### Placed standard cells, run 1

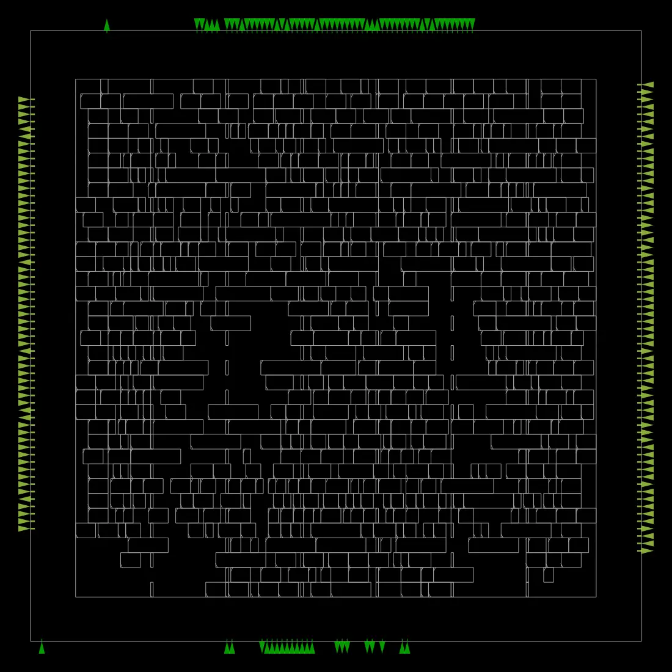
### Cell sizes after repair, run 1

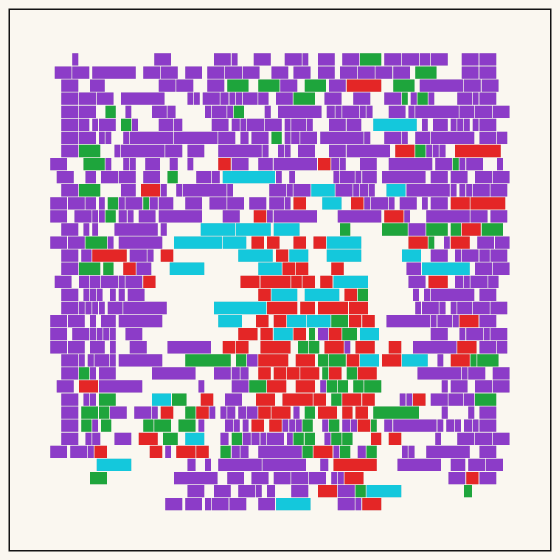
### Routed metal, one color a layer, run 1

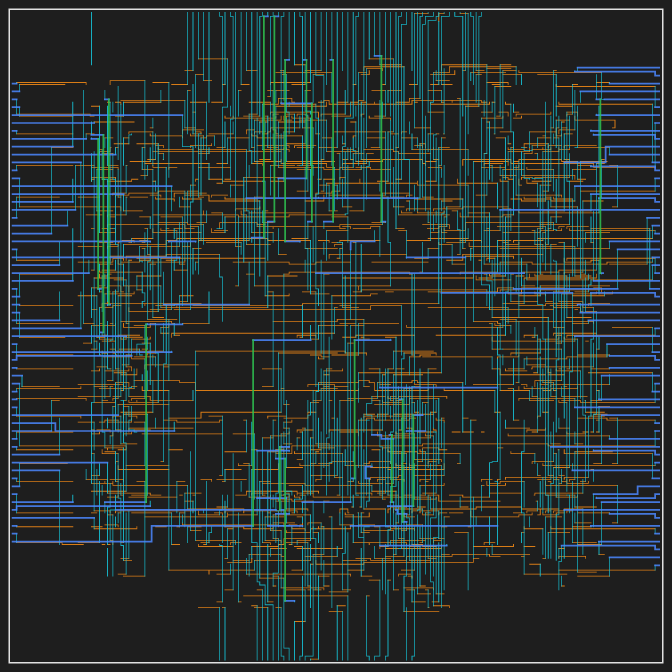
### I/O nets highlighted, run 1

The bar under the picture is 20 µm long.
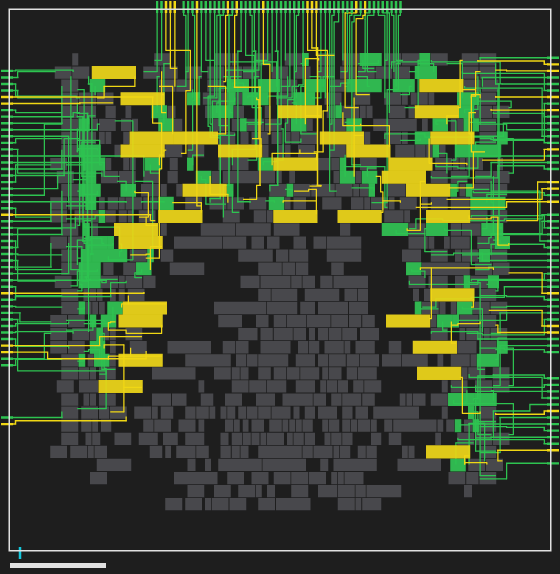
==> src/rtl/regfile_wr_arbiter.sv <==
`default_nettype none
// ============================================================================
// Module      : regfile_wr_arbiter
// Description : Write-port arbiter and scrub sequencer for the 32x32
//               three-port register file. Round-robin shares the single
//               write port (we3/wa3/wd3) among NREQ valid/ready requesters.
//               It can also run a sequenced clear of registers 1..2^AW-1.
// Ports       : clk         - rising-edge clock shared with the register file
//               reset       - asynchronous active-low reset
//               req_valid   - per-requester write request
//               req_addr    - requester i address at [i*AW +: AW]
//               req_data    - requester i data at [i*DW +: DW]
//               req_ready   - one-hot grant (combinational)
//               scrub_start - level-sampled request to clear the register file
//               we3/wa3/wd3 - registered register file write port
//               grant_id    - index of the last accepted requester
//               busy        - high while scrubbing
//               scrub_done  - one-cycle pulse after the last scrub write
// Options     : RF_ARB_SCRUB_EN - builds the SCRUB state, busy and scrub_done.
//               When undefined, scrub_start is ignored and busy/scrub_done
//               are tied low.
// Revision    : 1.0 - initial release
// ============================================================================
module regfile_wr_arbiter #(
  parameter int NREQ = 4,
  parameter int AW   = 5,
  parameter int DW   = 32
) (
  input  logic                      clk,
  input  logic                      reset,
  input  logic [NREQ-1:0]           req_valid,
  input  logic [NREQ*AW-1:0]        req_addr,
  input  logic [NREQ*DW-1:0]        req_data,
  output logic [NREQ-1:0]           req_ready,
  input  logic                      scrub_start,
  output logic                      we3,
  output logic [AW-1:0]             wa3,
  output logic [DW-1:0]             wd3,
  output logic [$clog2(NREQ)-1:0]   grant_id,
  output logic                      busy,
  output logic                      scrub_done
);

  localparam int               c_IW   = $clog2(NREQ);
  localparam logic [c_IW-1:0]  c_LAST = c_IW'(NREQ - 1);
  localparam logic [NREQ-1:0]  c_ONE  = NREQ'(1);

  logic [c_IW-1:0] r_ptr;    // last granted requester
  logic [c_IW-1:0] w_cand;
  logic [c_IW-1:0] w_sel;
  logic            w_hit;
  logic            w_block;  // suppresses all grants (scrub entry / scrubbing)
  logic            w_xfer;
  logic [AW-1:0]   w_addr;
  logic [DW-1:0]   w_data;

  // Round-robin search upward from ptr+1 with wrap. Only req_valid and ptr
  // feed this search, keeping req_addr/req_data off the ready path.
  always_comb begin
    w_cand = r_ptr;
    w_sel  = '0;
    w_hit  = 1'b0;
    for (int k = 0; k < NREQ; k++) begin
      w_cand = (w_cand == c_LAST) ? '0 : w_cand + c_IW'(1);
      if (!w_hit && req_valid[w_cand]) begin
        w_hit = 1'b1;
        w_sel = w_cand;
      end
    end
  end

  assign req_ready = (w_hit && !w_block) ? (c_ONE << w_sel) : '0;
  assign w_xfer    = w_hit && !w_block;
  assign w_addr    = req_addr[w_sel*AW +: AW];
  assign w_data    = req_data[w_sel*DW +: DW];

`ifdef RF_ARB_SCRUB_EN
  localparam logic [0:0] c_ARB   = 1'b0;
  localparam logic [0:0] c_SCRUB = 1'b1;

  logic [0:0] r_state;
  logic       r_done;

  // scrub_start wins over requests in ARB; nothing is granted while scrubbing.
  assign w_block    = (r_state == c_SCRUB) || scrub_start;
  assign busy       = (r_state == c_SCRUB);
  assign scrub_done = r_done;

  always_ff @(posedge clk or negedge reset) begin
    if (!reset) begin
      r_state <= c_ARB;
      r_done  <= 1'b0;
    end else begin
      r_done <= 1'b0;
      if (r_state == c_SCRUB) begin
        // wa3 doubles as the scrub counter; all-ones is the final write.
        if (wa3 == '1) begin
          r_state <= c_ARB;
          r_done  <= 1'b1;
        end
      end else if (scrub_start) begin
        r_state <= c_SCRUB;
      end
    end
  end
`else
  logic w_unused_scrub;
  assign w_unused_scrub = scrub_start;
  assign w_block        = 1'b0;
  assign busy           = 1'b0;
  assign scrub_done     = 1'b0;
`endif

  always_ff @(posedge clk or negedge reset) begin
    if (!reset) begin
      we3      <= 1'b0;
      wa3      <= '0;
      wd3      <= '0;
      grant_id <= '0;
      r_ptr    <= c_LAST;
    end else begin
      we3 <= 1'b0;
`ifdef RF_ARB_SCRUB_EN
      if (r_state == c_SCRUB) begin
        wd3 <= '0;
        if (wa3 != '1) begin
          wa3 <= wa3 + AW'(1);
          we3 <= 1'b1;
        end
      end else if (scrub_start) begin
        wa3 <= AW'(1);
        wd3 <= '0;
        we3 <= 1'b1;
      end else
`endif
      if (w_xfer) begin
        wa3      <= w_addr;
        wd3      <= w_data;
        grant_id <= w_sel;
        r_ptr    <= w_sel;
        // x0 writes complete the handshake but never reach the file.
        we3      <= |w_addr;
      end
    end
  end

endmodule
`default_nettype wire

==> config.mk <==
export PLATFORM = sky130hd
export DESIGN_NAME = regfile_wr_arbiter
export DESIGN_NICKNAME = d
export VERILOG_FILES = /design/src/rtl/regfile_wr_arbiter.sv
export SDC_FILE = /design/constraint.sdc
export NUM_CORES = 1
export LEC_CHECK = 0
export ABC_AREA = 1
export CAP_MARGIN = 20
export CORE_MARGIN = 8
export CORE_UTILIZATION = 33
export DETAILED_ROUTE_END_ITERATION = 8
export GPL_ROUTABILITY_DRIVEN = 0
export PLACE_DENSITY = 0.78
export SLEW_MARGIN = 20
export SYNTH_ARGS = -nofsm -noshare
export SYNTH_HDL_FRONTEND = slang
export SYNTH_SLANG_ARGS = --single-unit
==> constraint.sdc <==
create_clock -name clk -period 2.1 [get_ports clk]
set_input_delay 0.315 -clock clk [delete_from_list [all_inputs] [get_ports clk]]
set_output_delay 0.315 -clock clk [all_outputs]
set_load 0.05 [all_outputs]
==> results.py, run 1 <==
# Generated from Yosys and OpenROAD reports
metrics = {
    "layout": {
        "comb_area_frac": 0.339,
        "seq_share": 0.164,
        "antennaDiodeCount": 0,
        "syn_to_final_growth_pct": 110,
        "nonClkBufAreaFrac": 0.423,
        "multiInputCombCellCount": 315,
        "combGateArea_mm2": 0.00218,
        "fin_nets": 833,
        "final_cells": 789,
        "largest_class": "buffers",
        "clk_share": 0.0214,
        "lay_top_cells": "clkdlybuf4s50_1, nor2_1, buf_4",
    },
    "final_timing": {
        "setup_slack_ns": -0.514,
        "worst_pin_slew_ns": 0.587,
        "timing.hold.ws_ns": 0.0865,
        "final.setup.tns_ns": -18.06,
        "slew_violations": 0,
        "setup_viol": 46,
        "rsz0062_at_grt": "yes",
        "min_period_ns": 2.61,
        "fmax_ghz": 0.383,
        "post-route-period-util": 1.24,
        "clock_skew_ns": 0.00870,
    },
    "run_status": {
        "outcome": "complete, but fails checks",
        "violations": "setup timing",
    },
    "place": {
        "place_inst": 750,
        "place_hpwl_mm": 10.4,
        "post-place-ws_ns": -0.369,
    },
    "global_route": {
        "gr-total-overflow": 0,
        "antenna_found_initial": 0,
        "grt_max_degree": 43,
        "grt_pass1_vias": 4538,
        "grt_pass1_wl_mm": 22.3,
    },
    "run": {
        "warnings": 30,
        "cap_violations": 0,
    },
    "floorplanning": {
        "design.core.area_mm2": 0.00911,
        "die-area_mm2": 0.0126,
        "dieWidth_um": 112,
        "taps": 111,
    },
    "logic_synthesis": {
        "synth_cell_types": 25,
        "synth_top_cell_by_area": "dfrtp_1",
        "simple_gate_share": 0.355,
        "ys_warn_count": 0,
        "avgSynthCellArea_um2": 7.08,
        "adder_share": 0.00409,
        "synthXorXnorAreaFrac": 0,
        "ys_top_logic_family": "simple AND/OR/NAND/NOR gates",
        "ys_seq_frac": 0.344,
        "topCellsByArea": "dfrtp_1, nor2_1, o221ai_1",
        "ys_cells": 432,
        "ys_sh_mux": 0,
    },
    "setup_path": {
        "crit_end": "req_ready[3]",
        "cp.arrival_ns": 2.30,
        "slowest_delay_ns": 0.59,
        "path_cells": "ha_4 > inv_4 > nand2_8 > nand2_4 > nand2_4 > nand2_1 > nand2_2 > nand3_2 > nand3_2 > nand2_4 > buf_6 > nor2_4 > buf_8",
        "start_kind": "flip-flop",
        "r2r_start": "r_ptr[1]",
        "rrSetupSlack_ns": -0.47,
        "required_ns": 1.78,
        "critPathCaptureType": "primary output",
    },
    "clocking": {
        "ctsLongestPathBuffers": 2,
        "hold_buffers": 0,
    },
    "worst_hold_path": {
        "hp-class": "in -> async",
    },
    "drt": {
        "drcViolationCount": 0,
        "vias_per_cell": 5.20,
        "antenna_left": 0,
        "first_pass_iters": 4,
    },
}
-- 'Placed standard cells' (at the start) --
registers: 42
final core utilization: 0.705
Cell Rows: 35
FILL cells: 710

-- 'Cell sizes after repair' (at the start) --
red -> _3 and _4 cells  # cells 99, share 15%, most used buf_4
green -> _2 cells  # cells 81, share 12%, most used nand2_2
cyan -> _6 and larger  # cells 34, share 5.0%
purple -> _0 and _1 cells  # cells 464, share 68%, most used clkdlybuf4s50_1

-- 'Routed metal, one color a layer' (at the start) --
cyan -> metal 2  # wire length 7200 µm
green -> metal 4  # wire length 497 µm
orange -> metal 1  # wire length 5340 µm
blue -> metal 3  # wire length 1440 µm
Detailed Route WL: 14.5 mm
Tot GR Track Use: 0.217
via count of the routed design: 4099
DR WL/cell: 18.3 µm

-- 'I/O nets highlighted' (at the start) --
cyan -> scrub_start  # direction input, edge south, end cells 0, buffers 0
green -> req_data  # direction input, edge 44 east, 43 north, 41 west, end cells 96, buffers 128, wire 3700 µm
yellow -> wd3  # direction output, edge 13 east, 12 north, 7 west, end cells 32, buffers 32, wire 1210 µm
IO Pins: 201
port bufs: 197

==> run 1: worst reg2reg max path, cell delays in order (launching register included) <==
cell	delay, ns
dfstp_2	0.59
ha_4	0.20
inv_4	0.06
nand2_8	0.10
nand2_4	0.07
nand2_4	0.11
nand2_1	0.08
nand2_2	0.12
nand3_2	0.10
nand3_2	0.08
nand2_4	0.11
buf_4	0.17
buf_4	0.16
buf_4	0.16
o22ai_1	0.14
inv_1	0.07
nor2_2	0.09
nor2_1	0.06
==> run 1: timing repair <==
item | 4_1_cts | 5_1_grt
endpoints found under the setup margin | 45 | 46
pin swaps | 43 | 21
gates cloned | 2 | 2
setup buffers | 24 | 8
resized | 120 | 42
==> run 1: state kept, by name, indices dropped and copies added, names as in the netlist <==
register	count
wd3	32
wa3	5
grant_id	2
r_ptr	2
we3	1
==> run 1: per-layer routing <==
layer | wire [µm] | global-route usage | vias up
met5 | 0 | 0 | -
met4 | 497 | 0.0890 | 0
met3 | 1440 | 0.0805 | 38
met2 | 7200 | 0.397 | 207
met1 | 5340 | 0.216 | 1909
li1 | - | - | 1945
==> run 1: cell usage after synthesis <==
library cell and number:
nand2_2 17, dfstp_2 2, o221ai_1 32, nor2_4 2, nor2_1 101, o22ai_1 32, inv_2 5, inv_1 42
clkbuf_1 2, dfrtp_1 40, o21ai_0 3, nand3_1 35, nand2_1 71, a21oi_1 1, buf_1 1, ha_1 1
conb_1 1, nand3_2 6, buf_6 6, o21ai_1 4, buf_4 9, nand4_1 3, buf_2 12, nand3_4 2
nand2_4 2
==> run 2, diff against run 1 <==
--- a/config.mk
+++ b/config.mk
@@ -12,7 +12,6 @@
 export DETAILED_ROUTE_END_ITERATION = 8
 export GPL_ROUTABILITY_DRIVEN = 0
 export PLACE_DENSITY = 0.78
-export SLEW_MARGIN = 20
 export SYNTH_ARGS = -nofsm -noshare
 export SYNTH_HDL_FRONTEND = slang
 export SYNTH_SLANG_ARGS = --single-unit
### Routed metal, one color a layer, run 2

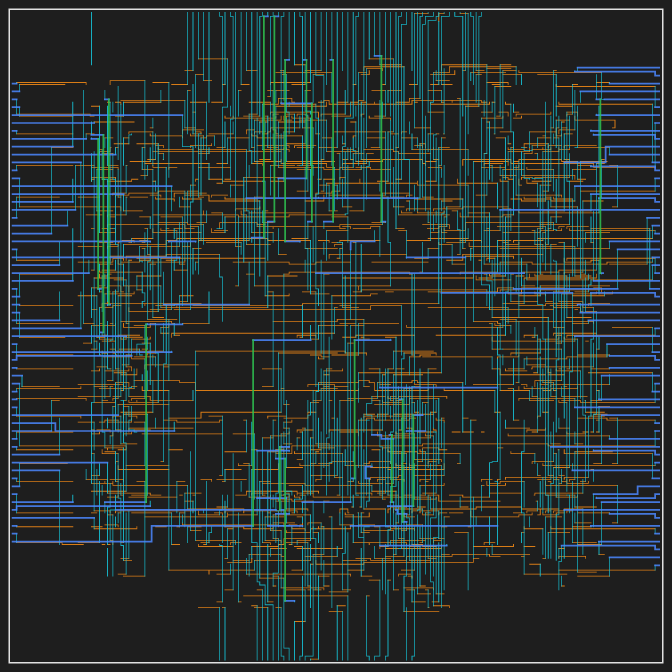
orange -> metal 1  # wire length 5340 µm
green -> metal 4  # wire length 497 µm
blue -> metal 3  # wire length 1440 µm
cyan -> metal 2  # wire length 7200 µm

### I/O nets highlighted, run 2

The bar under the picture is 20 µm long.
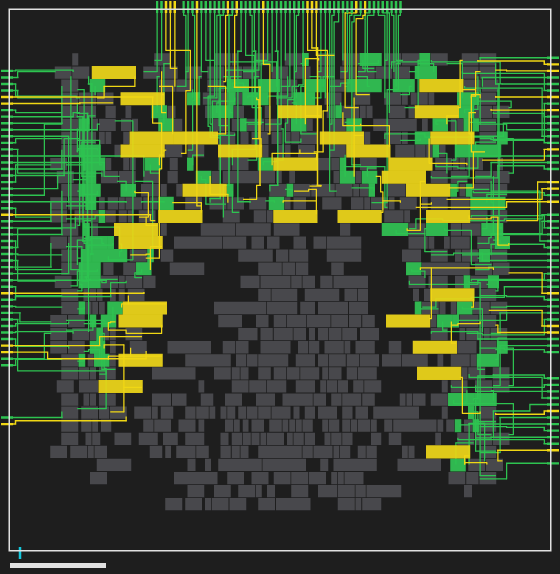
green -> req_data  # direction input, edge 44 east, 43 north, 41 west, end cells 96, buffers 128, wire 3700 µm
cyan -> scrub_start  # direction input, edge south, end cells 0, buffers 0
yellow -> wd3  # direction output, edge 13 east, 12 north, 7 west, end cells 32, buffers 32, wire 1210 µm

==> run 2 against run 1 <==
Net effect:
- setup slack unchanged
- flip-flop count stayed put
- non-clock buffer count unchanged
- die size stayed put
- critical path type unchanged
- global-route usage did not move
- hold slack stayed put
- critical endpoint unchanged
- design area unchanged
- final cell count unchanged
- the run still ends with setup timing left
- first-iteration DRC count unchanged
- sequential share of layout area is the same
==> results.py, run 2 <==
# Generated from Yosys and OpenROAD reports
metrics = {
    "setup_path": {
        "startpoint": "r_ptr[1]",
        "cp_slowest_cell": "dfstp_2",
        "slowest_delay_ns": 0.59,
        "path_cells": "ha_4 > inv_4 > nand2_8 > nand2_4 > nand2_4 > nand2_1 > nand2_2 > nand3_2 > nand3_2 > nand2_4 > buf_6 > nor2_4 > buf_8",
        "r2r_start": "r_ptr[1]",
        "crit_fanout": 8,
        "start_kind": "flip-flop",
        "cp_top_family": "simple AND/OR/NAND/NOR gates",
        "cp.arrival_ns": 2.30,
        "critPathCaptureType": "primary output",
        "critPathKind": "reg -> out",
        "required_ns": 1.78,
        "path_common_cell": "nand2_4",
        "path_buffers": 3,
    },
    "clocking": {
        "ctsHtreeMaxLevel": 2,
        "ctsLongestPathBuffers": 2,
        "clk_pin_slew_ns": 0.10,
        "clkSinkCount": 42,
        "cts_root_buf": "clkbuf_8",
        "cts_made_buffers": 5,
        "cts_tree": "done",
        "clock_latency_ns": 0.30,
    },
    "logic_synthesis": {
        "ys_warn_count": 0,
        "yosys-top-cells-count": "nor2_1, nand2_1, inv_1",
        "synth_top_area_share": 0.327,
        "ys_cells": 432,
        "synth_cell_types": 25,
        "ys.flops": 42,
        "top_cell": "nor2_1",
        "topCellsByArea": "dfrtp_1, nor2_1, o221ai_1",
        "avgSynthCellArea_um2": 7.08,
        "synth-edff-count": 0,
        "ff_type": "dfrtp_1",
        "ys_seq_frac": 0.344,
        "async_flop_share": 1.00,
        "ys_chip_area_mm2": 0.00306,
        "netlist_area_mm2": 0.00306,
        "syn_inst": 432,
        "synth_top_cell_by_area": "dfrtp_1",
    },
    "drt": {
        "drt-initial-drc-count": 238,
        "wl_met2_mm": 7.20,
        "post_drt_wl_per_cell_um": 18.3,
        "vias_per_cell": 5.20,
        "wirelength_mm": 14.5,
        "first_pass_iters": 4,
        "dr.max_layer_used": "met4",
        "drcViolationCount": 0,
        "antenna_left": 0,
        "vias": 4099,
        "met3WireLength_mm": 1.44,
        "wirelength_met1_mm": 5.34,
    },
    "global_route": {
        "antenna_found_initial": 0,
        "grt_pass1_wl_mm": 22.3,
        "grt-busiest-layer": "met2",
        "grt_pass1_vias": 4538,
        "grt_max_degree": 43,
        "grt_usage": 0.217,
        "met1_usage": 0.216,
        "met3_usage": 0.0805,
        "gr-total-overflow": 0,
        "grtUsageMet2": 0.397,
    },
    "layout": {
        "antennaDiodeCount": 0,
        "fin_util": 0.705,
        "largest_reg_flops": 32,
        "drive_gt1_frac": 0.316,
        "fin_nets": 833,
        "final_common_cell": "clkdlybuf4s50_1",
        "reg_top3": "wd3 (32), wa3 (5)",
        "syn_to_final_growth_pct": 110,
        "lay_top_cells": "clkdlybuf4s50_1, nor2_1, buf_4",
        "largest_register": "wd3",
        "final_cells": 789,
    },
    "floorplanning": {
        "fp-utilization": 0.336,
        "design.core.area_mm2": 0.00911,
        "die-area_mm2": 0.0126,
        "die_y_um": 112,
        "dieWidth_um": 112,
        "ioPinCount": 201,
        "num_rows": 35,
    },
    "run_status": {
        "violations": "setup timing",
        "outcome": "complete, but fails checks",
    },
    "place": {
        "place_hpwl_mm": 10.4,
        "place_inst": 750,
        "io_buffers": 197,
    },
    "final_timing": {
        "post-route-period-util": 1.24,
        "slew_violations": 0,
        "worst_pin_slew_ns": 0.587,
        "timing.hold.ws_ns": 0.0865,
        "setup_viol": 46,
        "clock_skew_ns": 0.00870,
        "relSlewSlack": 0.608,
        "min_period_ns": 2.61,
        "hold_viol_final": 0,
        "setup_slack_ns": -0.514,
        "rsz0062_at_grt": "yes",
        "fmax_ghz": 0.383,
    },
    "worst_hold_path": {
        "hp-class": "in -> async",
    },
    "run": {
        "warnings": 30,
        "cap_violations": 0,
    },
}
run 2: cell families after synthesis:
family / Yosys count / share of synthesized area
compound gates: 72 / 0.170
buf+inv: 77 / 0.125
fa+ha+maj: 1 / 0.00409
flops: 42 / 0.344
simple gates: 239 / 0.355
other cells: 1 / 0.00123
run 2: path summary, 6_finish.rpt:
path                                 to  depth (start not counted)  slack (ns)
min                             wd3[10]                          2        0.09
max                        req_ready[3]                         13       -0.51
max in group asynchronous       wd3[19]                          2        1.62
min reg2reg                 grant_id[1]                          2        0.49
min in group clk            grant_id[1]                          2        0.49
max reg2reg                     wd3[26]                         17       -0.47
run 2: metrics by stage:
step / area (µm²) / setup TNS (ns) / setup slack, ns
3_5_place_dp: 5340 / -13.15 / -0.369
6_report: 6420 / -18.06 / -0.514
4_1_cts: 6170 / -15.76 / -0.481
5_1_grt: 6420 / -22.50 / -0.609
3_3_place_gp: 5340 / -9.65 / -0.266
2_1_floorplan: 3110 / -0.855 / -0.228
run 2: what timing repair did:
action,in CTS,in global routing
hold buffers,0,0
cloned,2,2
resized,120,42
pin swaps,43,21
buffers inserted,24,8
setup endpoints to repair,45,46
run 2: cell type report:
class                           instances  area, µm²
Multi-Input combinational cell        315       2180
Timing Repair Buffer                  266       2720
Clock inverter                          3       68.8
Inverter                               47        199
Clock buffer                            5       68.8
Fill cell                             710       2680
Tap cell                              111        139
Sequential cell                        42       1050
==> run 3, diff against run 2 <==
--- a/config.mk
+++ b/config.mk
@@ -12,6 +12,7 @@
 export DETAILED_ROUTE_END_ITERATION = 8
 export GPL_ROUTABILITY_DRIVEN = 0
 export PLACE_DENSITY = 0.78
+export REMOVE_ABC_BUFFERS = 1
 export SYNTH_ARGS = -nofsm -noshare
 export SYNTH_HDL_FRONTEND = slang
 export SYNTH_SLANG_ARGS = --single-unit
### Routed metal, one color a layer, run 3

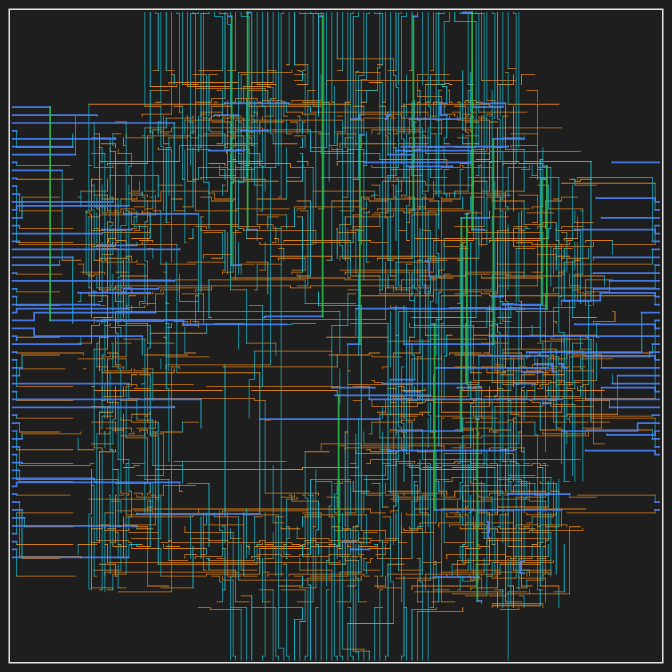
green -> metal 4  # wire length 512 µm
cyan -> metal 2  # wire length 8050 µm
orange -> metal 1  # wire length 5730 µm
blue -> metal 3  # wire length 1370 µm
Detailed Route WL: 15.7 mm
via count of the routed design: 4192
DR WL/cell: 19.8 µm
Tot GR Track Use: 0.213

### Cell sizes after repair, run 3

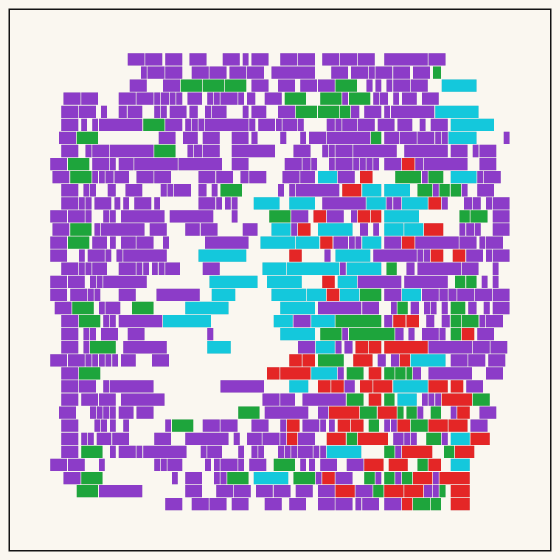
cyan -> _6 and larger  # cells 50, share 7.4%, most used buf_6
red -> _3 and _4 cells  # cells 64, share 9.4%, most used buf_4
green -> _2 cells  # cells 79, share 12%, most used o22ai_2
purple -> _0 and _1 cells  # cells 486, share 72%, most used clkdlybuf4s50_1
worst setup slack after layout: -0.457 ns
Post-Layout Inst Area: 0.00647 mm²
Buffers, non-clock: 266

==> run 3 against run 2 <==
Net effect:
- the run still ends with setup timing left
- via count is 2.3% higher
- first-iteration DRC count fell by 7.1%
- clock skew increased by 0.0033 ns
- register-to-register slack improved by 0.03 ns
- hold slack improved by 0.41 ns
- critical path type unchanged
==> results.py, run 3 <==
# Generated from Yosys and OpenROAD reports
metrics = {
    "layout": {
        "syn_to_final_growth_pct": 111,
        "largest_register": "wd3",
        "fin_nets": 834,
        "drive_gt1_frac": 0.284,
        "fin_util": 0.710,
        "antennaDiodeCount": 0,
        "final_cells": 790,
        "final_common_cell": "clkdlybuf4s50_1",
        "reg_top3": "wd3 (32), wa3 (5)",
        "largest_reg_flops": 32,
        "lay_top_cells": "clkdlybuf4s50_1, nor2_1, nand2_1",
    },
    "final_timing": {
        "slew_violations": 0,
        "worst_pin_slew_ns": 0.578,
        "timing.hold.ws_ns": 0.500,
        "hold_viol_final": 0,
        "fmax_ghz": 0.391,
        "final.setup.tns_ns": -14.17,
        "post-route-period-util": 1.22,
        "min_period_ns": 2.56,
        "clock_skew_ns": 0.0120,
        "rsz0062_at_grt": "yes",
        "setup_slack_ns": -0.457,
        "setup_viol": 46,
        "relSlewSlack": 0.614,
    },
    "setup_path": {
        "start_kind": "flip-flop",
        "cp_top_family": "simple AND/OR/NAND/NOR gates",
        "path_buffers": 4,
        "path_common_cell": "nand2_2",
        "critPathKind": "reg -> out",
        "required_ns": 1.78,
        "path_cells": "ha_4 > inv_4 > nand2_8 > nand2_2 > nand2_4 > nand2_2 > nand2_2 > inv_2 > nand3_4 > nand3_4 > nand2_8 > nand2_1 > inv_1 > buf_6",
        "cp.arrival_ns": 2.24,
        "rrSetupSlack_ns": -0.44,
        "crit_fanout": 8,
        "reg2reg_depth": 17,
        "critPathCaptureType": "primary output",
        "slowest_delay_ns": 0.56,
        "cp_slowest_cell": "dfstp_2",
        "cp_num_cells": 14,
    },
    "drt": {
        "antenna_left": 0,
        "first_pass_iters": 4,
        "drcViolationCount": 0,
        "drt-initial-drc-count": 221,
        "vias_per_cell": 5.31,
    },
    "logic_synthesis": {
        "ys_warn_count": 0,
        "async_flop_share": 1.00,
        "ys_cells": 432,
        "yosys-top-cells-count": "nor2_1, nand2_1, inv_1",
        "synth-edff-count": 0,
        "netlist_area_mm2": 0.00306,
        "syn_inst": 432,
        "ff_type": "dfrtp_1",
        "synth_top_cell_by_area": "dfrtp_1",
        "synth_cell_types": 25,
        "top_cell": "nor2_1",
        "synth_top_area_share": 0.327,
        "ys_seq_frac": 0.344,
        "ys_chip_area_mm2": 0.00306,
        "avgSynthCellArea_um2": 7.08,
        "topCellsByArea": "dfrtp_1, nor2_1, o221ai_1",
        "ys.flops": 42,
    },
    "global_route": {
        "grt_pass1_vias": 4263,
        "gr-total-overflow": 0,
        "grt_pass1_wl_mm": 21.6,
        "grt_max_degree": 43,
        "antenna_found_initial": 0,
    },
    "floorplanning": {
        "die_y_um": 112,
        "dieWidth_um": 112,
        "die-area_mm2": 0.0126,
        "num_rows": 35,
        "design.core.area_mm2": 0.00911,
        "ioPinCount": 201,
        "fp-utilization": 0.336,
    },
    "clocking": {
        "clock_latency_ns": 0.29,
        "cts_root_buf": "clkbuf_8",
        "cts_tree": "done",
        "clk_pin_slew_ns": 0.09,
        "clkSinkCount": 42,
        "cts_made_buffers": 5,
        "ctsHtreeMaxLevel": 2,
        "ctsLongestPathBuffers": 2,
    },
    "run_status": {
        "violations": "setup timing",
        "outcome": "complete, but fails checks",
    },
    "place": {
        "io_buffers": 197,
        "place_hpwl_mm": 10.2,
        "post-place-ws_ns": -0.312,
        "place_inst": 752,
        "placed_cell_area_mm2": 0.00534,
    },
    "worst_hold_path": {
        "holdPathStages": 2,
        "hp-class": "reg -> reg",
    },
    "run": {
        "warnings": 29,
        "cap_violations": 0,
    },
}
[run 3: cell counts after synthesis]
No cell type changed its count.
[run 3: area by class of cell]
type	count	area (µm²)
fill	661	2640
tap	111	139
inverter	47	206
timing repair buffer	266	2820
multi-input combinational	316	2140
sequential	42	1050
clock inverter	1	30.0
clock buffer	7	76.3
[run 3: final timing paths]
check	from	endpoint
setup reg to reg	r_ptr[0]	wd3[23]
hold / removal	grant_id[0]	grant_id[0]
hold reg to reg	grant_id[0]	grant_id[0]
min in group asynchronous	reset	wd3[28]
setup / recovery	r_ptr[0]	req_ready[1]
max in group asynchronous	reset	r_ptr[1]
[run 3: timing repair]
item | in CTS | in global routing
setup endpoints to repair | 46 | 46
cloned | 4 | 5
hold buffers | 1 | 0
buffers inserted | 12 | 9
hold endpoints to repair | 23 | 0
resized | 50 | 110
pin swaps | 15 | 46
[run 3: tightest hold or removal path: stages, from the launching register on]
cell	delay [ns]
dfrtp_1	0.37
nand2_2	0.06
nand2_2	0.04
[run 3: routing by layer]
metal	vias up	track usage	share of wire
met5	-	0	0
li1	1937	-	-
met4	0	0.0764	0.033
met1	2005	0.229	0.37
met2	220	0.385	0.51
met3	30	0.0649	0.087
[run 3: cell families after synthesis]
| kind of cell | after synthesis | share of synthesized area |
|---|---|---|
| adder cells (fa/ha/maj) | 1 | 0.00409 |
| flip-flops | 42 | 0.344 |
| AND-OR/OR-AND | 72 | 0.170 |
| AND/OR/NAND/NOR | 239 | 0.355 |
| buffers and inverters | 77 | 0.125 |
| other | 1 | 0.00123 |

==> screenshots <==
Cells colored by class.
Fill, decap, tap and diode cells in gray.
panel A
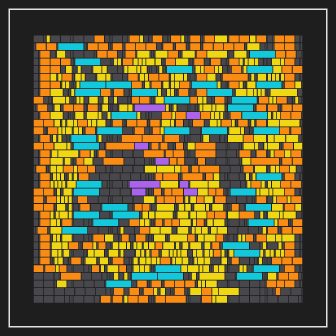
panel B
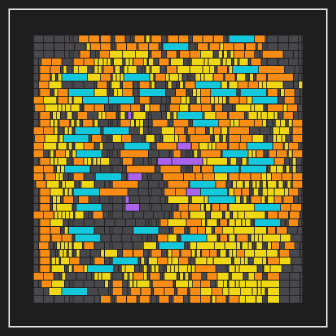
Panel A comes from run 2.
Panel B comes from run 3.

Key to panel A:
orange -> other buffers and delay cells  # cells 266, share of their area 43%
cyan -> flops  # cells 42, share of their area 17%
yellow -> combinational and other logic  # cells 362, share of their area 38%
purple -> clock drivers and dummy loads  # cells 8, share of their area 2.2%

